--- config.mk ---
export PLATFORM = sky130hd
export DESIGN_NAME = audio_cmd_sequencer
export DESIGN_NICKNAME = d
export VERILOG_FILES = /design/src/rtl/audio_cmd_sequencer.sv
export SDC_FILE = /design/constraint.sdc
export NUM_CORES = 1
export LEC_CHECK = 0
export CAP_MARGIN = 5
export CORE_MARGIN = 2
export CORE_UTILIZATION = 50
export DETAILED_ROUTE_END_ITERATION = 7
export PLACE_DENSITY = 0.73
export RECOVER_POWER = 25
export SETUP_SLACK_MARGIN = 0.3
export SLEW_MARGIN = 20
export SYNTH_ARGS = -nofsm -noshare
export SYNTH_HDL_FRONTEND = slang
export SYNTH_SLANG_ARGS = --single-unit
export TNS_END_PERCENT = 100
--- constraint.sdc ---
create_clock -name clk -period 3.8 [get_ports clk]
set_clock_uncertainty 0.05 [all_clocks]
set_input_delay 0.38 -clock clk [delete_from_list [all_inputs] [get_ports clk]]
set_output_delay 0.38 -clock clk [all_outputs]
set_load 0.02 [all_outputs]
--- src/rtl/audio_cmd_sequencer.sv ---
// audio_cmd_sequencer
// Buffers decoded stereo sample packets in a small FIFO and paces them out at
// 44.1 kHz or 22.05 kHz. It tracks stream state (idle, priming, playing),
// raises a refill request at a low-water mark, latches keyboard LED updates,
// and treats the all-ones packet as a soft reset.
//
// Ports:
//   clk, reset            - clock, asynchronous active-high reset
//   op, data, op_valid    - command word, payload, qualifier for every event strobe
//   is_audio_sample       - write data[31:16]/data[15:0] (L/R) into the FIFO
//   audio_starts          - start stream; op[15:8]==8'h1f selects 22.05 kHz
//   all_1_packet          - soft reset (keeps led_state, overflow, underrun)
//   keyboard_led_update   - latch data[1:0] into led_state
//   sample_tick           - 44.1 kHz single-cycle strobe
//   audio_l/r, audio_valid- output sample and its one-cycle strobe
//   audio_running         - stream is priming or playing
//   mode_22k              - latched output rate
//   sample_req            - FIFO at or below the low-water mark while running
//   fifo_level            - FIFO occupancy
//   overflow, underrun    - sticky error flags (hardware reset only)
//   led_state, led_update - latched LED bits and one-cycle write strobe
module audio_cmd_sequencer #(
    parameter int unsigned FIFO_DEPTH  = 8,
    parameter int unsigned PRIME_LEVEL = 4,
    parameter int unsigned LOW_WATER   = 2,
    parameter int unsigned IDLE_TICKS  = 255
) (
    input  logic                          clk,
    input  logic                          reset,
    input  logic [15:0]                   op,
    input  logic [31:0]                   data,
    input  logic                          op_valid,
    input  logic                          is_audio_sample,
    input  logic                          audio_starts,
    input  logic                          all_1_packet,
    input  logic                          keyboard_led_update,
    input  logic                          sample_tick,
    output logic [15:0]                   audio_l,
    output logic [15:0]                   audio_r,
    output logic                          audio_valid,
    output logic                          audio_running,
    output logic                          mode_22k,
    output logic                          sample_req,
    output logic [$clog2(FIFO_DEPTH):0]   fifo_level,
    output logic                          overflow,
    output logic                          underrun,
    output logic [1:0]                    led_state,
    output logic                          led_update
);

    localparam int unsigned AW = $clog2(FIFO_DEPTH);
    localparam int unsigned LW = AW + 1;
    localparam int unsigned CW = 8;
    localparam logic [7:0]  OP_22K = 8'h1f;

    typedef enum logic [1:0] {
        S_IDLE  = 2'd0,
        S_PRIME = 2'd1,
        S_PLAY  = 2'd2
    } state_e;

    state_e          state_q, state_d;
    logic            mode_q, mode_d;
    logic            phase_q, phase_d;
    logic [CW-1:0]   starve_q, starve_d;
    logic [AW-1:0]   wr_ptr_q, wr_ptr_d;
    logic [AW-1:0]   rd_ptr_q, rd_ptr_d;
    logic [LW-1:0]   level_q, level_d;
    logic [15:0]     audio_l_q, audio_l_d;
    logic [15:0]     audio_r_q, audio_r_d;
    logic            audio_valid_q, audio_valid_d;
    logic            running_q, running_d;
    logic            req_q, req_d;
    logic            overflow_q, overflow_d;
    logic            underrun_q, underrun_d;
    logic [1:0]      led_q, led_d;
    logic            led_upd_q, led_upd_d;

    logic [31:0]     mem_q [FIFO_DEPTH];
    logic            play_tick_c;
    logic            pop_c;
    logic            push_c;
    logic            unused_op_bits_c;

    assign unused_op_bits_c = ^op[7:0];

    // Next-state and output computation
    always_comb begin
        state_d       = state_q;
        mode_d        = mode_q;
        phase_d       = phase_q;
        starve_d      = starve_q;
        wr_ptr_d      = wr_ptr_q;
        rd_ptr_d      = rd_ptr_q;
        level_d       = level_q;
        audio_l_d     = audio_l_q;
        audio_r_d     = audio_r_q;
        audio_valid_d = 1'b0;
        running_d     = running_q;
        req_d         = running_q && (level_q <= LW'(LOW_WATER));
        overflow_d    = overflow_q;
        underrun_d    = underrun_q;
        led_d         = led_q;
        led_upd_d     = 1'b0;
        push_c        = 1'b0;
        play_tick_c   = sample_tick && (state_q == S_PLAY) && (!mode_q || phase_q);
        pop_c         = play_tick_c && (level_q != '0);

        if (op_valid && all_1_packet) begin
            // Soft reset: everything but LED state and sticky flags
            state_d   = S_IDLE;
            mode_d    = 1'b0;
            phase_d   = 1'b0;
            starve_d  = '0;
            wr_ptr_d  = '0;
            rd_ptr_d  = '0;
            level_d   = '0;
            audio_l_d = '0;
            audio_r_d = '0;
            req_d     = 1'b0;
            running_d = 1'b0;
            pop_c     = 1'b0;
        end else begin
            // 22 kHz mode plays on every other tick
            if (sample_tick && (state_q == S_PLAY)) begin
                phase_d = ~phase_q;
            end

            if (play_tick_c) begin
                audio_valid_d = 1'b1;
                if (pop_c) begin
                    audio_l_d = mem_q[rd_ptr_q][31:16];
                    audio_r_d = mem_q[rd_ptr_q][15:0];
                    rd_ptr_d  = rd_ptr_q + AW'(1);
                    starve_d  = '0;
                end else begin
                    // Starved tick emits silence; a write this cycle is not bypassed
                    audio_l_d  = '0;
                    audio_r_d  = '0;
                    underrun_d = 1'b1;
                    starve_d   = starve_q + CW'(1);
                    if (starve_d == CW'(IDLE_TICKS)) begin
                        state_d = S_IDLE;
                    end
                end
            end

            // A full FIFO only accepts a write when a pop frees a slot this cycle
            if (op_valid && is_audio_sample) begin
                if ((level_q == LW'(FIFO_DEPTH)) && !pop_c) begin
                    overflow_d = 1'b1;
                end else begin
                    push_c   = 1'b1;
                    wr_ptr_d = wr_ptr_q + AW'(1);
                end
            end
            level_d = level_q + LW'(push_c) - LW'(pop_c);

            case (state_q)
                S_IDLE: begin
                    if (op_valid && audio_starts) begin
                        state_d  = S_PRIME;
                        mode_d   = (op[15:8] == OP_22K);
                        phase_d  = 1'b0;
                        starve_d = '0;
                    end
                end
                S_PRIME: begin
                    if (op_valid && audio_starts) begin
                        mode_d = (op[15:8] == OP_22K);
                    end
                    if (level_q >= LW'(PRIME_LEVEL)) begin
                        state_d = S_PLAY;
                    end
                end
                S_PLAY: begin
                    if (op_valid && audio_starts) begin
                        mode_d = (op[15:8] == OP_22K);
                    end
                end
                default: state_d = S_IDLE;
            endcase

            if (op_valid && keyboard_led_update) begin
                led_d     = data[1:0];
                led_upd_d = 1'b1;
            end

            running_d = (state_d != S_IDLE);
        end
    end

    // State and output registers
    always_ff @(posedge clk or posedge reset) begin
        if (reset) begin
            state_q       <= S_IDLE;
            mode_q        <= 1'b0;
            phase_q       <= 1'b0;
            starve_q      <= '0;
            wr_ptr_q      <= '0;
            rd_ptr_q      <= '0;
            level_q       <= '0;
            audio_l_q     <= '0;
            audio_r_q     <= '0;
            audio_valid_q <= 1'b0;
            running_q     <= 1'b0;
            req_q         <= 1'b0;
            overflow_q    <= 1'b0;
            underrun_q    <= 1'b0;
            led_q         <= '0;
            led_upd_q     <= 1'b0;
        end else begin
            state_q       <= state_d;
            mode_q        <= mode_d;
            phase_q       <= phase_d;
            starve_q      <= starve_d;
            wr_ptr_q      <= wr_ptr_d;
            rd_ptr_q      <= rd_ptr_d;
            level_q       <= level_d;
            audio_l_q     <= audio_l_d;
            audio_r_q     <= audio_r_d;
            audio_valid_q <= audio_valid_d;
            running_q     <= running_d;
            req_q         <= req_d;
            overflow_q    <= overflow_d;
            underrun_q    <= underrun_d;
            led_q         <= led_d;
            led_upd_q     <= led_upd_d;
        end
    end

    // Sample storage; contents are don't-care until written
    always_ff @(posedge clk) begin
        if (push_c) begin
            mem_q[wr_ptr_q] <= data;
        end
    end

    assign audio_l       = audio_l_q;
    assign audio_r       = audio_r_q;
    assign audio_valid   = audio_valid_q;
    assign audio_running = running_q;
    assign mode_22k      = mode_q;
    assign sample_req    = req_q;
    assign fifo_level    = level_q;
    assign overflow      = overflow_q;
    assign underrun      = underrun_q;
    assign led_state     = led_q;
    assign led_update    = led_upd_q;

endmodule

==> images/registers.png <==
Other sequential cells in the stronger grey, the rest of the logic in the fainter grey.
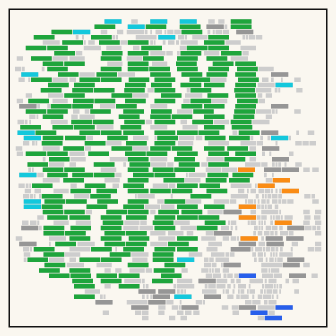
legend:
  starve_q:
    colour: orange
    flops: 8
    where: right middle
  fifo_level:
    colour: blue
    flops: 4
    where: bottom right
  mem_q:
    colour: green
    flops: 256
  audio_r:
    colour: cyan
    flops: 16
    where: spread over the die
seq pwr: 4310 uW
Final Core Density: 61.3%
sequential share of cell area: 61.6%

==> images/pins.png <==
Pins as bars across the die edge, other pins in grey.
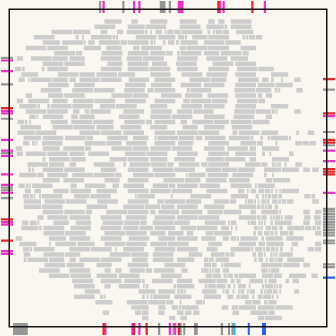
legend:
  data:
    colour: magenta
    pins: 32
    direction: input
    edge: 14 left, 9 top, 5 bottom, 4 right
  overflow:
    colour: cyan
    pins: 1
    direction: output
    edge: bottom
  fifo_level:
    colour: blue
    pins: 4
    direction: output
    edge: 3 bottom, 1 right
  audio_l:
    colour: red
    pins: 16
    direction: output
    edge: 7 right, 4 bottom, 3 left, 2 top
all pins by edge: 30 bottom, 30 right, 24 left, 17 top

==> images/met3.png <==
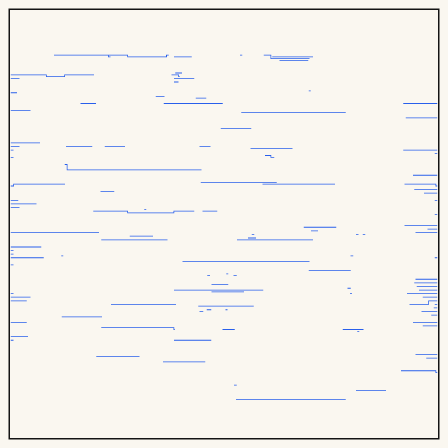
nets with wire on the layer: 81
wire length on this layer: 1180 um
share of all routed wire: 4.9%
longest straight run: 50.8 um
main direction: horizontal

==> results.sh <==
# physical design summary
export IMPL_status="finished, final reports clean"
export IMPL_n_all_inverters=10
export IMPL_power_group_top="registers"
export IMPL_nMultiInputCombCells=309
export IMPL_synthAdderAreaFrac_pct=1.36
export IMPL_pwr_share_comb_pct=20.2
export IMPL_synth_flop_count=318
export IMPL_max_stage_delay_ns=0.41
export IMPL_lay_top_cells="edfxtp_1 (256), clkdlybuf4s50_1 (69), mux4_2 (64)"
export IMPL_cts_root_buf="clkbuf_16"
export IMPL_drt_met1_wl_um=10100
export IMPL_crit_family="adder cells"
export IMPL_yosysChipArea_um2=12500
export IMPL_clock_latency_ns=0.55
export IMPL_numClockSinks=318
export IMPL_p_int_uw=6920
export IMPL_regMostFlops="mem_q"
export IMPL_path_class="reg2reg"
export IMPL_post_route_cells_drive_above_1_share_pct=18.9
export IMPL_postCtsHoldBufs=0
export IMPL_fin_ws_ns=0.895
export IMPL_crit_buf_inv=2
export IMPL_grt_max_degree=43
export IMPL_grtUsageMet2_pct=32.7
export IMPL_clkCellAreaFrac_pct=7.06
export IMPL_cts_made_buffers=31
export IMPL_dpl_cell_area_um2=13900
export IMPL_pwr_group_combinational_uw=1890
export IMPL_cpMostUsedCell="ha_1"
export IMPL_async_flop_share_pct=19.5
export IMPL_r2r_end="fifo_level[2]$_DFF_PP0_"
export IMPL_crit_cells=11
export IMPL_rsz0062_at_grt="no"
export IMPL_core_um2=24500
export IMPL_critPathLaunch="fifo_level[2]$_DFF_PP0_"
export IMPL_stdcell_area_um2=15000
export IMPL_hold_path_class="in2async"
export IMPL_fp_nets=738
export IMPL_sh_comb_area_pct=21.0
export IMPL_clock_power_share_pct=33.6
export IMPL_met3_usage_pct=3.01
export IMPL_ys_seq_share_pct=73.8
export IMPL_synth_simple_area_share_pct=4.83
export IMPL_path_cells="inv_1 > ha_1 > o311ai_2 > and2_1 > nand2_1 > ha_1 > inv_1 > ha_1 > fa_1 > xnor2_1 > nor2_1"
export IMPL_clockBufferDepth=3
export IMPL_yosysUniqueCellTypes=53
export IMPL_yosysMostFrequentCell="edfxtp_1"
export IMPL_hold_violations=0
export IMPL_highest_layer="met5"
export IMPL_leakagePower_uw=0.00499
export IMPL_warnings=38
export IMPL_die_area_um2=26300
export IMPL_initCoreUtil_pct=51.2
export IMPL_wl_um=24100
export IMPL_clkbuf_count=34
export IMPL_synth_warnings=0
export IMPL_top_logic_kind="multiplexers"
export IMPL_clk_pin_slew_worst_paths_ns=0.06
export IMPL_routedWlPerCell_um=21.4
export IMPL_cts_tree="yes"
export IMPL_hold_ws_ns=0.251
export IMPL_ys_top_cells_by_area="edfxtp_1 (61%), dfrtp_1 (12%), mux4_2 (12%), mux2i_1 (2.8%), nand2_1 (1.6%)"
export IMPL_die_height_um=162
export IMPL_largest_register_ff_count=256
export IMPL_p_total_uw=9350
export IMPL_ff2ff_path_depth=11
export IMPL_met1_usage_pct=24.9
export IMPL_r2r_start="fifo_level[2]$_DFF_PP0_"
export IMPL_logic_area_um2=3150
export IMPL_relSlewSlack_pct=32.5
export IMPL_rows=57
export IMPL_grt_busiest_layer="met2"
export IMPL_switchingPower_uw=2430
export IMPL_postCtsSetupBuffers=0
export IMPL_firstDrtPassIters=4
export IMPL_diodes=1
export IMPL_mostFrequentLayoutCell="edfxtp_1"
export IMPL_min_period_ns=2.90
export IMPL_maxCapViolations=0
export IMPL_yosys_area_top_type="edfxtp_1"
export IMPL_antenna_left=0
export IMPL_crit_required_ns=4.16
export IMPL_ys_flop_type="edfxtp_1"
export IMPL_placedCellCount=1067
export IMPL_post_place_ws_ns=0.643
export IMPL_syn_area_um2=12500
export IMPL_pwr_density_cell_nw_per_um2=623
export IMPL_largest_class="sequential cells"
export IMPL_top_cells_by_count="edfxtp_1 (256), mux4_2 (64), dfrtp_1 (62)"
export IMPL_setup_tns_ns=0
export IMPL_synthCells=669
export IMPL_buffers=106
export IMPL_drt_iter0_drc=420
export IMPL_slew_viol_final=0
export IMPL_bufAreaShareNonClock_pct=7.34
export IMPL_io_buffers=92
export IMPL_gp_congestion=0.804
export IMPL_worstSetupEndpointType="flop"
export IMPL_critical_path_max_fanout=7
export IMPL_ff_count=318
export IMPL_grtUsageTotal_pct=18.8
export IMPL_fp_dieW_um=162
export IMPL_start_kind="flop"
export IMPL_grt_pass1_vias=6680
export IMPL_edf_count=256
export IMPL_top_cell_area_share_pct=61.4
export IMPL_ys_sh_xor_pct=0.909
export IMPL_nets=845
export IMPL_seqPwrFrac_pct=46.1
export IMPL_num_io_pins=101
export IMPL_instances_no_fill=1126
export IMPL_vias_per_cell=5.57
export IMPL_grt_first_pass_wirelength_um=37700
export IMPL_tightest_slew_ns=1.01
export IMPL_drc_errors=0
export IMPL_tapCellCount=324
export IMPL_postSynthAreaPerCell_um2=18.7
export IMPL_fillers=1709
Power figures rest on the tool's default switching activity, not on a simulated workload.
